<file path="src/rtl/switch_debouncer_pkg.sv">
// Shared constants for the switch debouncer: FSM state encodings and default sizing.
package debounce_pkg;

    localparam logic [0:0] ST_STABLE = 1'b0;
    localparam logic [0:0] ST_CHECK  = 1'b1;

    localparam int unsigned DEF_SYNC_STAGES  = 2;
    localparam int unsigned DEF_STABLE_COUNT = 50000;
    localparam int unsigned DEF_CNT_WIDTH    = 16;

endpackage

</file>
<file path="src/rtl/switch_debouncer_sync_chain.sv">
// N-flop synchroniser bringing an asynchronous input into the clock domain.
module sync_chain #(
    parameter int unsigned N = 2
) (
    input  logic clock,
    input  logic reset,
    input  logic din,
    output logic dout
);

    logic [N-1:0] stages;

    always_ff @(posedge clock or negedge reset) begin
        if (!reset) begin
            stages <= '0;
        end else begin
            stages <= {stages[N-2:0], din};
        end
    end

    assign dout = stages[N-1];

endmodule

</file>
<file path="src/rtl/switch_debouncer.sv">
// Debounces a bouncy asynchronous switch into a clean registered level with edge strobes.
module switch_debouncer
    import debounce_pkg::*;
#(
    parameter int unsigned SYNC_STAGES  = DEF_SYNC_STAGES,
    parameter int unsigned STABLE_COUNT = DEF_STABLE_COUNT,
    parameter int unsigned CNT_WIDTH    = DEF_CNT_WIDTH
) (
    input  logic clock,
    input  logic reset,
    input  logic raw_in,
    output logic d,
    output logic rise,
    output logic fall,
    output logic busy
);

    localparam logic [CNT_WIDTH-1:0] CNT_LAST = CNT_WIDTH'(STABLE_COUNT - 1);
    localparam logic [CNT_WIDTH-1:0] CNT_ONE  = CNT_WIDTH'(1);

    logic                 sync_out;
    logic [0:0]           state;
    logic [CNT_WIDTH-1:0] cnt;

    sync_chain #(.N(SYNC_STAGES)) u_sync (
        .clock (clock),
        .reset (reset),
        .din   (raw_in),
        .dout  (sync_out)
    );

    always_ff @(posedge clock or negedge reset) begin
        if (!reset) begin
            state <= ST_STABLE;
            cnt   <= '0;
            d     <= 1'b0;
            rise  <= 1'b0;
            fall  <= 1'b0;
            busy  <= 1'b0;
        end else begin
            rise <= 1'b0;
            fall <= 1'b0;
            case (state)
                ST_STABLE: begin
                    cnt  <= '0;
                    busy <= 1'b0;
                    if (sync_out != d) begin
                        state <= ST_CHECK;
                        cnt   <= CNT_ONE;
                        busy  <= 1'b1;
                    end
                end
                ST_CHECK: begin
                    if (sync_out == d) begin
                        // Any matching sample means the change was a bounce.
                        state <= ST_STABLE;
                        cnt   <= '0;
                        busy  <= 1'b0;
                    end else if (cnt == CNT_LAST) begin
                        d     <= sync_out;
                        rise  <= sync_out;
                        fall  <= ~sync_out;
                        state <= ST_STABLE;
                        cnt   <= '0;
                        busy  <= 1'b0;
                    end else begin
                        cnt <= cnt + CNT_ONE;
                    end
                end
                default: begin
                    state <= ST_STABLE;
                    cnt   <= '0;
                    busy  <= 1'b0;
                end
            endcase
        end
    end

endmodule

</file>
<file path="config.mk">
export PLATFORM = sky130hd
export DESIGN_NAME = switch_debouncer
export DESIGN_NICKNAME = d
export VERILOG_FILES = /design/src/rtl/switch_debouncer_pkg.sv /design/src/rtl/switch_debouncer_sync_chain.sv /design/src/rtl/switch_debouncer.sv
export SDC_FILE = /design/constraint.sdc
export NUM_CORES = 1
export LEC_CHECK = 0
export ABC_AREA = 1
export CAP_MARGIN = 20
export CELL_PAD_IN_SITES_DETAIL_PLACEMENT = 0
export CELL_PAD_IN_SITES_GLOBAL_PLACEMENT = 1
export CORE_MARGIN = 5
export CORE_UTILIZATION = 40
export CTS_BUF_LIST = sky130_fd_sc_hd__clkbuf_2
export DETAILED_ROUTE_END_ITERATION = 12
export GPL_TIMING_DRIVEN = 0
export PLACE_DENSITY_LB_ADDON = 0.15
export SETUP_SLACK_MARGIN = 0.02
export SYNTH_ARGS = -nofsm -noshare
export SYNTH_HDL_FRONTEND = slang
export SYNTH_SLANG_ARGS = --single-unit
</file>
<file path="constraint.sdc">
create_clock -name clock -period 1.46 [get_ports clock]
set_input_delay 0.438 -clock clock [delete_from_list [all_inputs] [get_ports clock]]
set_output_delay 0.438 -clock clock [all_outputs]
set_load 0.05 [all_outputs]
</file>
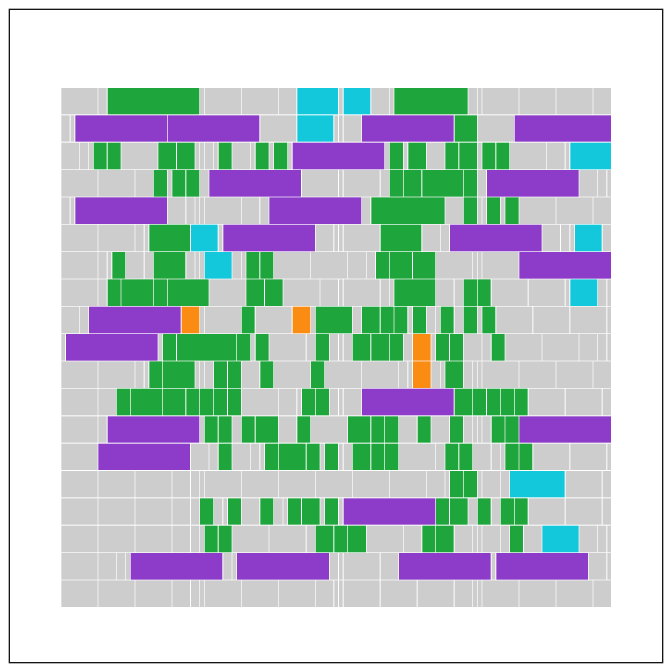
**Above:** placement by cell class.
Fill, decap, tap and diode cells in grey.
| colour | class | cells | share of their area |
|---|---|---|---|
| orange | clock drivers and dummy loads | 4 | 1.5% |
| cyan | other buffers and delay cells | 10 | 7.0% |
| green | all other logic | 131 | 49% |
| purple | flip-flops | 23 | 43% |
# rows: 19
Seq area share: 0.414
core area: 2830 sq um
Final Core Density: 0.493

==> results_slide.txt <==
Flow Results at a Glance

Floorplanning
  • Die width: about 65 um
  • Die area: ~4200 sq um
  • FP Util: 0.425
  • Num ports: 7

Final timing
  • Fmax: around 710 MHz
  • Tightest Pin Transition: slightly above 0.5 ns
  • Final Cycle Share: 0.964
  • Setup violators final: 0
  • Pins Over Slew Limit: 0
  • RSZ-0062 raised after global routing: true
  • Fin crit period: 1.41 ns

Status
  • Run status: finished, final reports clean

Global route
  • Number of global-route vias before repair: 892
  • Global-route wire length before repair: 3940 um
  • Met3 Use GR: 0.0380
  • Gr usage total: 0.120
  • Met2 usage: 0.193

Clock network
  • Num CTS Buffers: 3
  • H-tree levels: 1
  • Skew-Pair Late Insertion Delay: approximately 0.33 ns
  • CTS tree: built
  • Post-cts hold buffer count: 0
  • Clock root buffer master: clkbuf_2

Pwr
  • Sw power: about 0.28 mW
  • Sequential share of power: 0.631
  • Internal: between 0.7 and 0.8 mW
  • Combinational gate power: roughly 0.13 mW
  • Clk network pwr share: 0.246
  • PwrDens: roughly 760 nW/um^2
  • Lkg Pwr: 0.655 nW

Setup path
  • Delay-heaviest family, CP: flip-flops
  • Critical path cell sequence: buf_6
  • Reg2reg end: busy$_DFFE_PN0P_
  • Critical Path Source Type: register
  • Max stage delay cell, worst path: dfrtp_2
  • Buf/Inv on CP: 1
  • Max incr delay on CP: 0.48 ns
  • Reg2Reg Setup Slack: ~0.070 ns

Logic synthesis
  • Main flop type: dfrtp_1
  • Ys flops: 23
  • Yosys aoi share: 0.0229
  • Nets at Floorplan: approximately 160
  • Seq/Total Area, Yosys: 0.479
  • Top area contributor share: 0.479
  • Yosys cell count: approximately 150
  • Mux area share: 0
  • Post-Synth XOR/XNOR Area: 0.0291
  • Main logic family: simple AND/OR/NAND/NOR gates
  • Yosys top cell by area: dfrtp_1
  • Most instantiated cells after synthesis: nand2_1 (40), nor2_1 (36), dfrtp_1 (23)

Final layout
  • Combinational share of cell area: 0.425
  • Non-filler cells, final: about 200
  • Clk_buf instances: 4
  • Signal buffers share of area: 0.0682
  • Area Growth Syn to Fin: 15.9%
  • Reg area: ~580 sq um
  • Fin area: ~1400 sq um
  • Comb area: slightly below 600 sq um
  • ANT cells: 0
  • Final #Nets: roughly 170
  • Dominant kind of cell: logic gates

Detailed routing
  • Met2 WL: around 1000 um
  • Met1 WL: ~1100 um
  • Drt first pass iters: 4

Placed design
  • Hpwl dp: 1650 um
  • Dpl cells: ~190
  • Port-buffer cells: 6

Flow run
  • Tool warning count: 27
  • Max Cap Viol: 0

Worst hold path
  • Hold Crit Depth: 0
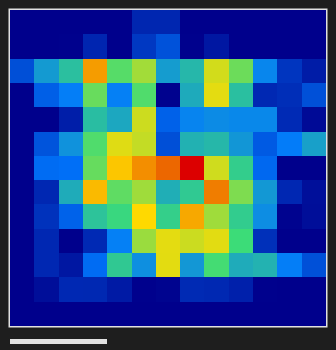
**Above:** wiring heat map.
The bar under the picture is 20 um long. 13 x 13 tiles, from dark blue (low) to red (high), scaled to the fullest tile. Values are wire area over tile area, all layers added.
densest ninth of the die: centre
nearly empty tiles: 33%
tiles over half the peak: 20%
emptiest ninth of the die: lower left
total wire length: 2260 um
drt wl/cell: 11.4 um

-- metrics by stage --
| step | worst slack [ns] | setup TNS (ns) | power, mW |
|---|---|---|---|
| 6_report | 0.0524 | 0 | 1.06 |
| 5_1_grt | -0.0363 | -0.206 | 1.12 |
| 4_1_cts | 0.0321 | 0 | 1.06 |
| 3_5_place_dp | -0.374 | -7.19 | 0.794 |
| 3_3_place_gp | -0.342 | -6.52 | 0.791 |
| 2_1_floorplan | 0.105 | 0 | 0.753 |
-- state kept, by name, indices dropped and copies added (netlist names) --
signal / flops
busy: 1
cnt: 16
d: 1
fall: 1
rise: 1
state: 1
u_sync.stages: 2
-- timing repair --
item	CTS	global route
endpoints found under the hold margin	0	0
pin swaps	2	5
gates resized	24	12
endpoints found under the setup margin	23	23
buffers inserted	1	2
Power and IR drop assume default switching activity.
